==> config.mk <==
export PLATFORM = sky130hd
export DESIGN_NAME = sram_arbiter_2p
export DESIGN_NICKNAME = d
export VERILOG_FILES = /design/src/rtl/sram_arb_pkg.sv /design/src/rtl/rr_arb2.sv /design/src/rtl/sram_arbiter_2p.sv
export SDC_FILE = /design/constraint.sdc
export NUM_CORES = 1
export LEC_CHECK = 0
export CAP_MARGIN = 30
export CORE_AREA = 2 2 96 98
export DETAILED_ROUTE_END_ITERATION = 8
export DIE_AREA = 0 0 98 100
export PLACE_DENSITY_LB_ADDON = 0.1
export RECOVER_POWER = 100
export SLEW_MARGIN = 25
export SYNTH_ARGS = -nofsm -noshare
export SYNTH_HDL_FRONTEND = slang
export SYNTH_SLANG_ARGS = --single-unit
==> constraint.sdc <==
create_clock -name CLK -period 1.7 [get_ports CLK]
set_clock_uncertainty 0.2 [all_clocks]
set_input_delay 0.255 -clock CLK [delete_from_list [all_inputs] [get_ports CLK]]
set_output_delay 0.255 -clock CLK [all_outputs]
set_load 0.1 [all_outputs]
### Wires at chosen ports, followed through buffers, run 1

Bar = 20 um.
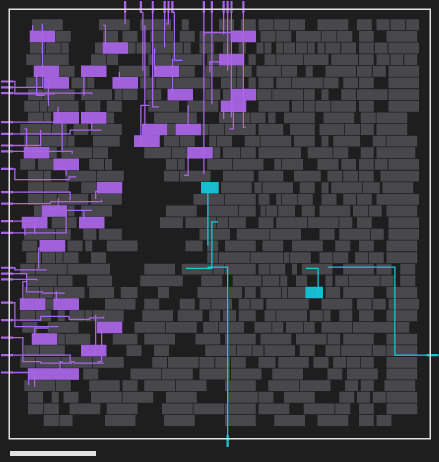
[REQ_READY] cyan | bits: 2 | direction: output | edge: 1 right, 1 bottom | end cells: 2 | wire: 128 um
[SRAM_DIN] purple | bits: 32 | direction: output | edge: 20 left, 12 top | end cells: 32 | wire: 710 um
count of input and output buffers: 244
I/O pins: 245

### Routing congestion, run 1

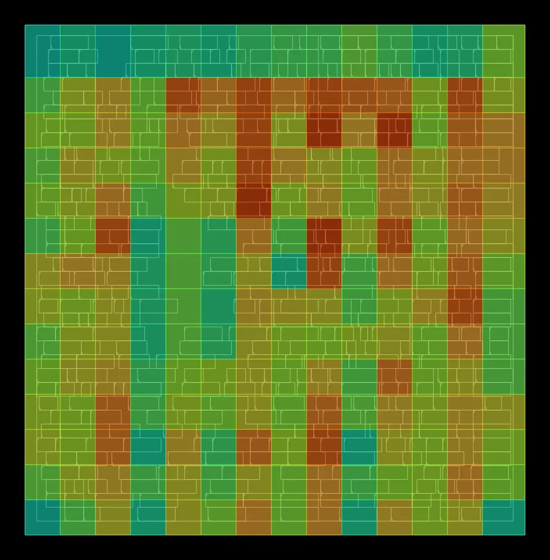
end-of-flow core utilization: 0.7772
met3 track utilization from global routing: 0.03969

### Gate-type map, run 1

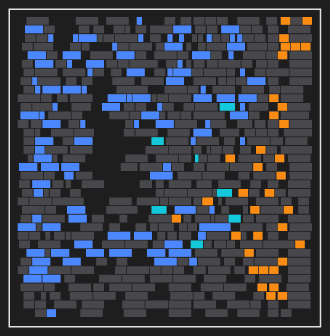
[aoi and oai cells] blue | cells: 99 | where: widely spread
[nor cells] cyan | cells: 7
[and/or cells] orange | cells: 35 | where: a vertical strip on the right
final cell count without fillers: 621
multi-input logic portion of the cell area: 0.3037
Top cell excl fill/tap: sky130_fd_sc_hd__buf_12

==> reports/qor.log, run 1 <==
INFO  final_layout   post-route-cell-area=0.006909mm2
INFO  setup_path     critical-path-max-stage-delay=0.32ns
INFO  synthesis      edf_count=0
INFO  placement      dpl.cell_count=586
INFO  synthesis      synthDominantAreaCellType=sky130_fd_sc_hd__nand3_1
INFO  final_timing   setup_viol_count_final=112
INFO  power_and_ir_drop intPower=1.416mW
INFO  final_timing   finalHoldWorstSlack=0.1915ns
INFO  power_and_ir_drop ir_worst_vdd=261.7uV
INFO  run_status     failing_checks=setup timing
INFO  final_timing   finalMaxSlewViolations=0
INFO  setup_path     critical_path_cell_count=6
INFO  synthesis      syn-cell-area=0.001514mm2
INFO  synthesis      yosysCellCount=254
INFO  synthesis      synth.mux.area_fraction=0
INFO  run            cap_viol_max_count=0
INFO  route          top_layer_reached_by_signal_wires=met4
INFO  synthesis      postSynth.asyncResetShare=0
INFO  power_and_ir_drop power_sequential=0.0809mW
INFO  cts            cts.root.buffer_cell=sky130_fd_sc_hd__clkbuf_8
INFO  floorplanning  coreArea=0.008890mm2
INFO  setup_path     dominant_delay_contributor_by_cell_family_on_the_critical_path=buffers and inverters
INFO  route          vias_per_cell=4.689
INFO  final_timing   total_count_of_hold_check_failures_in_the_final_report=0
INFO  cts            cts_sinks=3
INFO  final_layout   antenna-diode-count=0
INFO  power_and_ir_drop p_leak=2.485nW
INFO  route          detail_route.first_pass.iterations=4
INFO  final_timing   finalWorstSetupSlack=-0.4134ns
INFO  cts            cts_setup_buffers=19
INFO  setup_path     critPathArrivalTime=1.66ns
INFO  cts            post_cts.resized_instances=66
INFO  synthesis      yosys-stat-area=0.001514mm2
INFO  placement      detailed_place_hpwl=7.993mm
INFO  route          first_iter_violations=31
INFO  floorplanning  num_tap_cells=111
INFO  global_route   vias_in_the_first_global_route=2905
INFO  cts            cts_max_level=1
INFO  final_timing   setup_total_negative_slack=-29.49ns
INFO  global_route   grt_first_pass_wirelength=16.07mm
INFO  final_layout   count_of_filler_cells_inserted_in_the_layout=560
INFO  run_status     status=finished with violations
INFO  synthesis      synthesis.yosys.warnings=0
INFO  floorplanning  rows=35
INFO  final_timing   max_slew.worst_pin.slew=0.3663ns
INFO  final_layout   layout-drive-gt1-share=0.6333
INFO  setup_path     critical_path_class=flop to output pin
INFO  floorplanning  die_width=98um
INFO  cts            clock_insertion_delay_worst_skew=0.22ns
### Layout detail, run 1

Bar = 10 um. Region (12, 12) to (37, 37) um. Cells in gray, sequential cells in the stronger gray; small squares are vias.
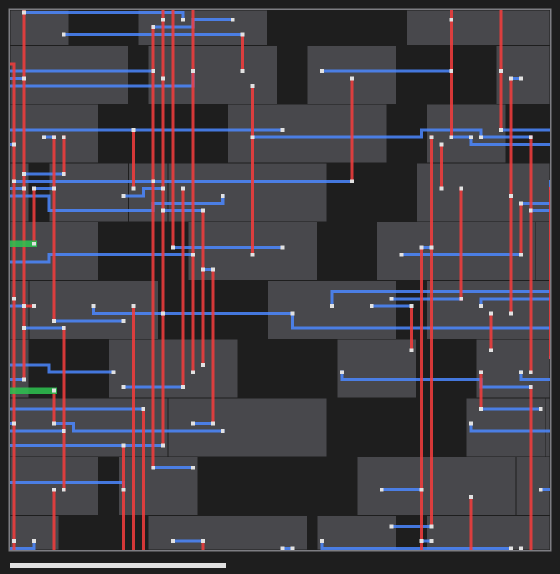

--- run 2 (diff from run 1) ---
--- a/config.mk
+++ b/config.mk
@@ -9,8 +9,8 @@
 export CORE_AREA = 2 2 96 98
 export DETAILED_ROUTE_END_ITERATION = 8
 export DIE_AREA = 0 0 98 100
-export PLACE_DENSITY_LB_ADDON = 0.1
-export RECOVER_POWER = 100
+export PLACE_DENSITY = 0.79
+export RECOVER_POWER = 50
 export SLEW_MARGIN = 25
 export SYNTH_ARGS = -nofsm -noshare
 export SYNTH_HDL_FRONTEND = slang
### Layout detail, run 2

Bar = 10 um. Region (12, 12) to (37, 37) um. Cells in gray, sequential cells in the stronger gray; small squares are vias.
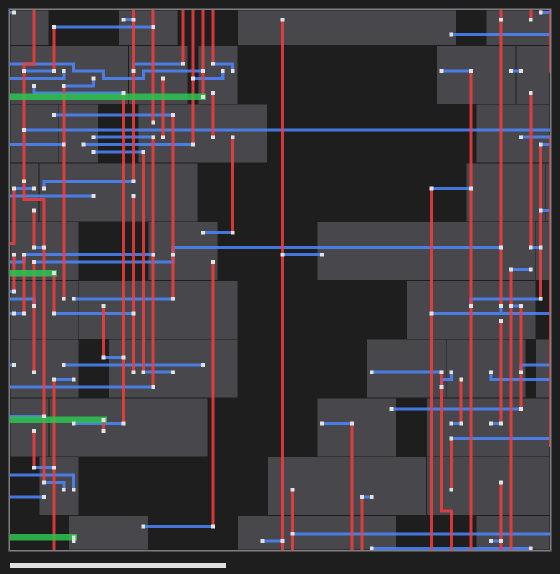
[M3] green
[M1] blue
[M2] red
cells with their middle in the window: 30
sequential cells in the window: 0
most frequent: clkdlybuf4s50_1 (6), buf_12 (6)

### Routing congestion, run 2

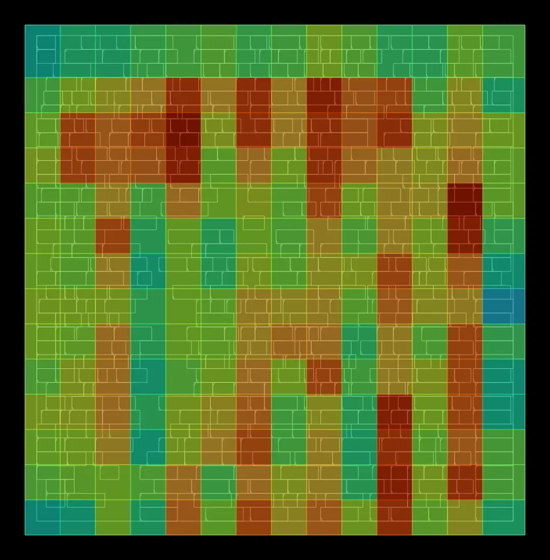
met2 Track Usage GR: 0.4715
end-of-flow core utilization: 0.7917

### M3 wires, run 2

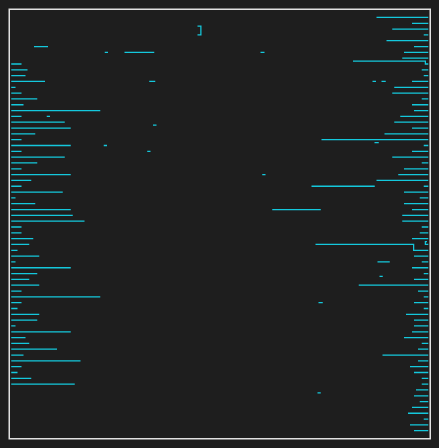
wire length on this layer: 759 um
longest straight run: 24.7 um
share of all routed wire: 6.2%
main direction: horizontal
nets with wire on the layer: 138
Post-Route WL: 12.28 mm
count of vias placed by the detailed router: 3023
met3 track utilization from global routing: 0.04735

==> run 2 against run 1 <==
The flow still finishes with violations (setup timing). Hold slack gained 0.0011 ns. Largest power group unchanged. Clock power about the same. Global-route usage grew 2.1 points. Setup slack got worse by 0.048 ns.
==> reports/qor.log, run 2 <==
INFO  cts            clock_insertion_delay_worst_skew=0.22ns [about the same]
INFO  cts            post_cts.resized_instances=86 [+30%]
INFO  route          vias_per_cell=4.761 [+1.5%]
INFO  setup_path     dominant_delay_contributor_by_cell_family_on_the_critical_path=buffers and inverters
INFO  synthesis      yosys-top-cells-area=sky130_fd_sc_hd__nand3_1 16%, sky130_fd_sc_hd__buf_4 15%, sky130_fd_sc_hd__a21oi_1 14%
INFO  placement      dpl.cell_count=597 [+1.9%]
INFO  final_timing   setup_viol_count_final=111 [-0.89%]
INFO  global_route   grt_first_pass_wirelength=17.56mm [+9.3%]
INFO  placement      detailed_place_hpwl=8.807mm [+10%]
INFO  cts            cts_setup_buffers=19 [unchanged]
INFO  route          detail_route.first_pass.iterations=4 [unchanged]
INFO  final_layout   layout.cells.most_common=sky130_fd_sc_hd__buf_12
INFO  final_layout   comb_area_share=0.2905 [-0.01321]
INFO  final_timing   layout_min_cycle_time=2.161ns
INFO  run            cap_viol_max_count=0 [unchanged]
INFO  synthesis      yosys-stat-area=0.001514mm2 [unchanged]
INFO  synthesis      synthDominantAreaCellType=sky130_fd_sc_hd__nand3_1
INFO  floorplanning  num_tap_cells=111 [unchanged]
INFO  placement      portBuffers=244 [unchanged]
INFO  synthesis      synth.cellmix.compoundShare=0.3471
INFO  final_timing   finalWorstSetupSlack=-0.4613ns [-0.04794 ns]
INFO  synthesis      edf_count=0 [unchanged]
INFO  power_and_ir_drop clockNetworkPower=0.211mW
INFO  final_layout   count_of_filler_cells_inserted_in_the_layout=519 [-7.3%]
INFO  final_timing   finalMaxSlewViolations=0 [unchanged]
INFO  final_timing   max_slew.worst_pin.slew=0.3192ns [-0.04717 ns]
INFO  power_and_ir_drop switching_power=1.637mW
INFO  floorplanning  rows=35 [unchanged]
INFO  power_and_ir_drop power_sequential=0.0816mW [+0.9%]
INFO  final_timing   rsz_0062_raised_after_global_routing=true
INFO  final_layout   post-route-cell-area=0.007038mm2 [+1.9%]
INFO  cts            cts_max_level=1 [unchanged]
INFO  global_route   vias_in_the_first_global_route=3289 [+13%]
INFO  floorplanning  pin_count=245 [unchanged]
INFO  cts            cts.root.buffer_cell=sky130_fd_sc_hd__clkbuf_8
INFO  final_timing   finalHoldWorstSlack=0.1926ns [+0.001101 ns]
INFO  cts            cts_sinks=3 [unchanged]
INFO  setup_path     critical_path_class=flop to output pin
INFO  route          top_layer_reached_by_signal_wires=met4
INFO  synthesis      post_synth_fa_ha_maj_area_fraction=0
INFO  synthesis      yosysCellCount=254 [unchanged]
INFO  final_timing   total_count_of_hold_check_failures_in_the_final_report=0 [unchanged]
INFO  synthesis      syn-cell-area=0.001514mm2 [unchanged]
INFO  final_layout   layout.cells.non_filler=635 [+2.3%]
INFO  power_and_ir_drop ir_worst_vdd=228.3uV [-13%]
INFO  floorplanning  die_width=98um [unchanged]
INFO  route          drt-wirelength-per-cell=19.34um
INFO  synthesis      postSynth.asyncResetShare=0 [unchanged]
INFO  power_and_ir_drop p_leak=2.596nW [+4.5%]
INFO  run_status     failing_checks=setup timing
INFO  setup_path     critical-path-max-stage-delay=0.34ns [+0.02 ns]
INFO  synthesis      synthesis.yosys.warnings=0 [unchanged]
INFO  final_timing   setup_total_negative_slack=-32.68ns [-3.191 ns]
INFO  floorplanning  coreArea=0.008890mm2 [unchanged]
INFO  synthesis      synth.mux.area_fraction=0 [unchanged]
INFO  run_status     status=finished with violations
Power is estimated from default activity; no workload was simulated.
